`config.mk`:
```
export PLATFORM = sky130hd
export DESIGN_NAME = mil_rx_decoder
export DESIGN_NICKNAME = d
export VERILOG_FILES = /design/src/rtl/mil_rx_decoder.sv
export SDC_FILE = /design/constraint.sdc
export NUM_CORES = 1
export LEC_CHECK = 0
export CORE_MARGIN = 1.5
export CORE_UTILIZATION = 53
export DETAILED_ROUTE_END_ITERATION = 8
export PLACE_DENSITY_LB_ADDON = 0.15
export REMOVE_ABC_BUFFERS = 1
export SLEW_MARGIN = 20
export SYNTH_ARGS = -nofsm -noshare
export SYNTH_HDL_FRONTEND = slang
export SYNTH_SLANG_ARGS = --single-unit
```
`constraint.sdc`:
```
create_clock -name clk -period 2.3 [get_ports clk]
set_input_delay 0.575 -clock clk [delete_from_list [all_inputs] [get_ports clk]]
set_output_delay 0.575 -clock clk [all_outputs]
set_load 0.02 [all_outputs]
```
`src/rtl/mil_rx_decoder.sv`:
```
// MIL-STD-1553 Manchester-II word receiver: sync qualification, bit decode and odd-parity check.
// Latency: rx_valid 2 cycles after the parity bit's second-half sample; inputs add 2 cycles (3 with filter).
// Backpressure: none; each word is strobed once and held. `define MIL_RX_GLITCH_FILTER_EN adds a majority voter.
module mil_rx_decoder #(
    parameter int CLK_PER_BIT = 50,
    parameter int DATA_W      = 16,
    parameter int SYNC_TOL    = 5
) (
    input  logic              clk,
    input  logic              rst_n,
    input  logic              in_p,
    input  logic              in_n,
    output logic [DATA_W-1:0] rx_data,
    output logic              rx_cw,
    output logic              rx_valid,
    output logic              rx_par_err,
    output logic              rx_man_err,
    output logic              rx_busy
);
    localparam int CW = $clog2(2*CLK_PER_BIT+1);
    localparam int BW = $clog2(DATA_W+2);
    localparam int H  = 3*CLK_PER_BIT/2;
    // Distance from DONE to the end of the parity bit: a contiguous next sync whose
    // first half continues the parity bit's second half is measured this much long.
    localparam int CONT_OFF = CLK_PER_BIT - 3*CLK_PER_BIT/4 - 1;

    localparam logic [CW-1:0] RUN_MAX = CW'(2*CLK_PER_BIT);
    localparam logic [CW-1:0] PH_LAST = CW'(CLK_PER_BIT-1);
    localparam logic [CW-1:0] PH_S1   = CW'(CLK_PER_BIT/4);
    localparam logic [CW-1:0] PH_S2   = CW'(3*CLK_PER_BIT/4);
    localparam logic [CW-1:0] RS_LO   = CW'(CLK_PER_BIT/2 - CLK_PER_BIT/8);
    localparam logic [CW-1:0] RS_HI   = CW'(CLK_PER_BIT/2 + CLK_PER_BIT/8);
    localparam logic [CW-1:0] PH_RS   = CW'(CLK_PER_BIT/2 + 1);
    // SYNC_B exits SYNC_TOL-1 cycles before the nominal boundary, which then lands on phase 0.
    localparam logic [CW-1:0] PH_LOAD = CW'(CLK_PER_BIT - SYNC_TOL + 1);
    localparam logic [CW:0]   A_LO    = (CW+1)'(H - SYNC_TOL);
    localparam logic [CW:0]   A_HI    = (CW+1)'(H + SYNC_TOL);
    localparam logic [CW:0]   C_LO    = (CW+1)'(H - SYNC_TOL + CONT_OFF);
    localparam logic [CW:0]   C_HI    = (CW+1)'(H + SYNC_TOL + CONT_OFF);
    localparam logic [CW:0]   C_SHORT = (CW+1)'(CONT_OFF + SYNC_TOL);
    localparam logic [BW-1:0] LAST_BIT = BW'(DATA_W);

    typedef enum logic [1:0] {LV_Z = 2'd0, LV_P = 2'd1, LV_N = 2'd2} lvl_e;
    typedef enum logic [2:0] {ST_IDLE, ST_SYNC_A, ST_SYNC_B, ST_DATA, ST_DONE} state_e;

    logic [1:0] p_sync_q, n_sync_q;
    logic       p_s, n_s;
    lvl_e       lvl;

    // Two-flop synchronisers for the asynchronous line-receiver outputs
    always_ff @(posedge clk or negedge rst_n) begin
        if (!rst_n) begin
            p_sync_q <= '0;
            n_sync_q <= '0;
        end else begin
            p_sync_q <= {p_sync_q[0], in_p};
            n_sync_q <= {n_sync_q[0], in_n};
        end
    end

`ifdef MIL_RX_GLITCH_FILTER_EN
    logic [1:0] p_hist_q, n_hist_q;

    // Two-sample history feeding the 3-sample majority voters
    always_ff @(posedge clk or negedge rst_n) begin
        if (!rst_n) begin
            p_hist_q <= '0;
            n_hist_q <= '0;
        end else begin
            p_hist_q <= {p_hist_q[0], p_sync_q[1]};
            n_hist_q <= {n_hist_q[0], n_sync_q[1]};
        end
    end

    assign p_s = (p_sync_q[1] & p_hist_q[0]) | (p_sync_q[1] & p_hist_q[1]) | (p_hist_q[0] & p_hist_q[1]);
    assign n_s = (n_sync_q[1] & n_hist_q[0]) | (n_sync_q[1] & n_hist_q[1]) | (n_hist_q[0] & n_hist_q[1]);
`else
    assign p_s = p_sync_q[1];
    assign n_s = n_sync_q[1];
`endif

    // Line level decode: only the two complementary combinations are valid polarities
    always_comb begin
        lvl = LV_Z;
        if (p_s && !n_s)      lvl = LV_P;
        else if (!p_s && n_s) lvl = LV_N;
    end

    state_e              state_q, state_d;
    lvl_e                lvl_q, pol_q, pol_d, s1_q, s1_d, opp;
    logic [CW-1:0]       run_q, run_d, phase_q, phase_d;
    logic [CW:0]         run_len, lo, hi;
    logic [BW-1:0]       bit_cnt_q, bit_cnt_d;
    logic [DATA_W:0]     shift_q, shift_d;
    logic                cont_q, cont_d, chg, bit_ok, bit_val;
    logic [DATA_W-1:0]   rx_data_q, rx_data_d;
    logic                rx_cw_q, rx_cw_d, rx_valid_q, rx_valid_d;
    logic                rx_par_err_q, rx_par_err_d, rx_man_err_q, rx_man_err_d;

    // Next-state and datapath logic for sync qualification and bit decoding
    always_comb begin
        chg          = (lvl != lvl_q);
        run_len      = {1'b0, run_q} + (CW+1)'(1);
        run_d        = chg ? '0 : ((run_q == RUN_MAX) ? run_q : run_q + CW'(1));
        opp          = (pol_q == LV_P) ? LV_N : LV_P;
        lo           = cont_q ? C_LO : A_LO;
        hi           = cont_q ? C_HI : A_HI;
        state_d      = state_q;
        pol_d        = pol_q;
        s1_d         = s1_q;
        cont_d       = cont_q;
        phase_d      = phase_q;
        bit_cnt_d    = bit_cnt_q;
        shift_d      = shift_q;
        bit_ok       = 1'b0;
        bit_val      = 1'b0;
        rx_data_d    = rx_data_q;
        rx_cw_d      = rx_cw_q;
        rx_par_err_d = rx_par_err_q;
        rx_valid_d   = 1'b0;
        rx_man_err_d = 1'b0;
        case (state_q)
            ST_IDLE: begin
                if (chg && lvl != LV_Z) begin
                    state_d = ST_SYNC_A;
                    pol_d   = lvl;
                    cont_d  = 1'b0;
                end
            end
            ST_SYNC_A: begin
                if (chg) begin
                    cont_d = 1'b0;
                    if (lvl == opp && run_len >= lo && run_len <= hi) begin
                        state_d = ST_SYNC_B;
                    end else if (cont_q && lvl != LV_Z && run_len <= C_SHORT) begin
                        // End of the previous word's parity bit: the real sync starts now
                        pol_d = lvl;
                    end else begin
                        state_d = ST_IDLE;
                    end
                end
            end
            ST_SYNC_B: begin
                if (chg) begin
                    state_d = ST_IDLE;
                end else if (run_len >= A_LO) begin
                    state_d   = ST_DATA;
                    phase_d   = PH_LOAD;
                    bit_cnt_d = '0;
                    shift_d   = '0;
                end
            end
            ST_DATA: begin
                phase_d = (phase_q == PH_LAST) ? '0 : phase_q + CW'(1);
                if (chg && phase_q >= RS_LO && phase_q <= RS_HI) phase_d = PH_RS;
                if (phase_q == PH_S1) s1_d = lvl;
                if (phase_q == PH_S2) begin
                    if (s1_q == LV_P && lvl == LV_N) begin
                        bit_ok  = 1'b1;
                        bit_val = 1'b1;
                    end else if (s1_q == LV_N && lvl == LV_P) begin
                        bit_ok  = 1'b1;
                    end
                    if (bit_ok) begin
                        shift_d = {shift_q[DATA_W-1:0], bit_val};
                        if (bit_cnt_q == LAST_BIT) state_d = ST_DONE;
                        else bit_cnt_d = bit_cnt_q + BW'(1);
                    end else begin
                        rx_man_err_d = 1'b1;
                        shift_d      = '0;
                        state_d      = ST_IDLE;
                    end
                end
            end
            ST_DONE: begin
                rx_data_d    = shift_q[DATA_W:1];
                rx_par_err_d = ~(^shift_q);
                rx_cw_d      = (pol_q == LV_P);
                rx_valid_d   = 1'b1;
                run_d        = '0;
                pol_d        = lvl;
                cont_d       = (lvl != LV_Z);
                state_d      = (lvl != LV_Z) ? ST_SYNC_A : ST_IDLE;
            end
            default: state_d = ST_IDLE;
        endcase
    end

    // FSM state register
    always_ff @(posedge clk or negedge rst_n) begin
        if (!rst_n) state_q <= ST_IDLE;
        else        state_q <= state_d;
    end

    // Counters, shift register and held word outputs
    always_ff @(posedge clk or negedge rst_n) begin
        if (!rst_n) begin
            lvl_q        <= LV_Z;
            pol_q        <= LV_Z;
            s1_q         <= LV_Z;
            cont_q       <= 1'b0;
            run_q        <= '0;
            phase_q      <= '0;
            bit_cnt_q    <= '0;
            shift_q      <= '0;
            rx_data_q    <= '0;
            rx_cw_q      <= 1'b0;
            rx_par_err_q <= 1'b0;
            rx_valid_q   <= 1'b0;
            rx_man_err_q <= 1'b0;
        end else begin
            lvl_q        <= lvl;
            pol_q        <= pol_d;
            s1_q         <= s1_d;
            cont_q       <= cont_d;
            run_q        <= run_d;
            phase_q      <= phase_d;
            bit_cnt_q    <= bit_cnt_d;
            shift_q      <= shift_d;
            rx_data_q    <= rx_data_d;
            rx_cw_q      <= rx_cw_d;
            rx_par_err_q <= rx_par_err_d;
            rx_valid_q   <= rx_valid_d;
            rx_man_err_q <= rx_man_err_d;
        end
    end

    assign rx_data    = rx_data_q;
    assign rx_cw      = rx_cw_q;
    assign rx_valid   = rx_valid_q;
    assign rx_par_err = rx_par_err_q;
    assign rx_man_err = rx_man_err_q;
    assign rx_busy    = (state_q != ST_IDLE);
endmodule

```
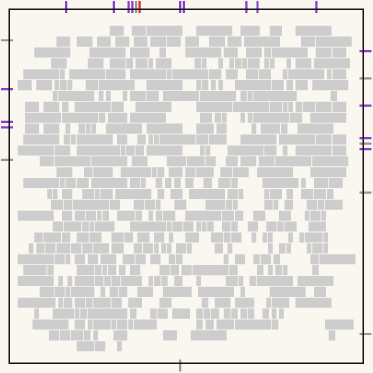
Figure 1: pin placement.
(4 px per um) Pins as bars across the die edge, other pins in gray.
legend:
  red:
    port: in_p
    pins: 1
    direction: input
    edge: north
  purple:
    port: rx_data
    pins: 16
    direction: output
    edge: 9 north, 4 east, 3 west
Die X: 88.1 um
PortBufs: 24
overall die height: 88.1 um

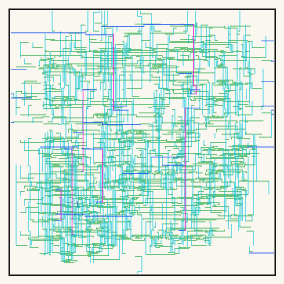
Figure 2: signal wires by layer.
(3 px per um)
legend:
  blue:
    layer: met3
    wire_length: 244 um
  cyan:
    layer: met2
    wire_length: 4140 um
  green:
    layer: met1
    wire_length: 3990 um
  magenta:
    layer: met4
    wire_length: 174 um
vias post-DR: 3062
Tot GR Track Use: 24.1%
final wirelength: 8.55 mm
routed length per instance: 15.6 um

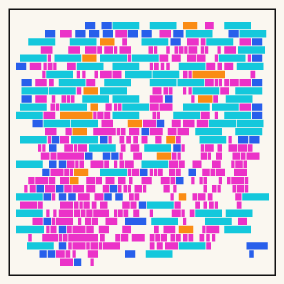
Figure 3: cells colored by class.
(3 px per um)
legend:
  cyan:
    class: flip-flops
    cells: 70
    share_of_their_area: 38%
  magenta:
    class: all other logic
    cells: 310
    share_of_their_area: 46%
  blue:
    class: other buffers and delay cells
    cells: 57
    share_of_their_area: 11%
  orange:
    class: clock drivers and dummy loads
    cells: 16
    share_of_their_area: 5.0%
fin area: 0.00472 sq mm
core area: 0.00691 sq mm
sequential cell area share: 37.1%

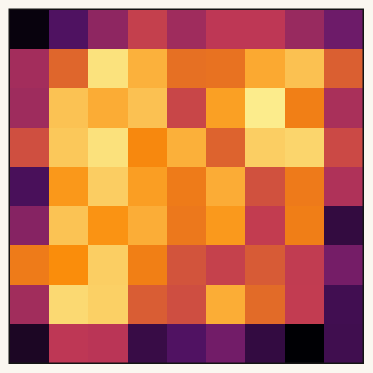
Figure 4: local utilization.
(4 px per um) 9 x 9 tiles, from black (low) to pale yellow (high), 0 to 100% covered.
densest ninth of the die: center
emptiest ninth of the die: south-east
mean over tiles: 59%
Final Core Density: 68.3%
Initial Util: 55.6%

==> impl_metrics.env <==
# implementation run metrics
export IMPL_ys_types=60
export IMPL_rsz0062_at_grt="true"
export IMPL_pwr_share_comb_pct=13.5
export IMPL_globalplace_congestion=0.936
export IMPL_maxSlewViolCount=0
export IMPL_pg_seq_mw=1.30
export IMPL_wl_met1_mm=3.99
export IMPL_highest_layer="met4"
export IMPL_worstPathCellList="buf_4 -> nand3_2 -> xor2_2 -> inv_2 -> ha_4 -> nor2b_2 -> o32ai_4 -> maj3_2 -> a32oi_1 -> or3_1 -> a32oi_1"
export IMPL_fill_cells=554
export IMPL_worstMarginPinSlew_ns=0.401
export IMPL_cts_tree="yes"
export IMPL_path_common_cell="a32oi_1"
export IMPL_critical_path_class="reg -> reg"
export IMPL_hold_violations=0
export IMPL_viasPerCell=5.58
export IMPL_status="finished, final reports clean"
export IMPL_ys_cells=397
export IMPL_worstReg2RegEnd="state_q[1]"
export IMPL_hp_class="in -> async"
export IMPL_use_met3_pct=4.71
export IMPL_yosysTopAreaCellShare_pct=45.6
export IMPL_ir_worst_vdd_mv=0.433
export IMPL_seqCellArea_sq_mm=0.00175
-- worst min-delay path by stage --
stage | endpoint | startpoint | cells past startpoint
6_report | phase_q[4] | rst_n | 2
5_1_grt | phase_q[4] | rst_n | 2
4_1_cts | shift_q[11] | rst_n | 2
3_5_place_dp | n_sync_q[1] | n_sync_q[0] | 0
3_3_place_gp | p_sync_q[1] | p_sync_q[0] | 0
2_1_floorplan | bit_cnt_q[0] | rst_n | 0
-- cell usage after synthesis (5+ instances only) --
cell type / n
nand2_1: 57
inv_1: 16
ha_1: 17
nor3_1: 6
or3_1: 5
buf_2: 8
o21ai_1: 21
dfrtp_1: 70
nand4_1: 5
xor2_1: 6
nor2_1: 24
xnor2_1: 20
clkbuf_1: 8
a31oi_1: 5
nand3_1: 15
a21oi_1: 14
mux2_2: 19
o21ai_0: 12
-- cell families after synthesis --
logic type,after synthesis,synth area share (%)
fa+ha+maj,18,5.80
simple gates,145,18.8
xor+xnor,26,5.93
flops,70,45.6
compound gates,82,13.8
mux,21,6.15
buf+inv,35,3.88
-- critical path: cells and delay by family (launching register included) --
kind / cells / cell delay, ns
AOI/OAI and AO/OA: 3 / 0.33
and+or+nand+nor: 3 / 0.42
adders and majority gates: 2 / 0.60
xor gates and xnor gates: 1 / 0.19
DFF: 1 / 0.40
buffers and inverters: 2 / 0.24
-- what timing repair did --
item / CTS / global route
pin swaps: 8 / 6
gates resized: 7 / 12
setup endpoints to repair: 1 / 25
setup buffers: 2 / 4
endpoints found under the hold margin: 0 / 0
cloned: 0 / 0
-- per-stage QoR --
step | hold slack, ns | area (sq um)
2_1_floorplan | 0.279 | 3760
3_3_place_gp | 0.335 | 4350
3_5_place_dp | 0.337 | 4350
4_1_cts | 0.241 | 4640
5_1_grt | 0.254 | 4720
6_report | 0.219 | 4720
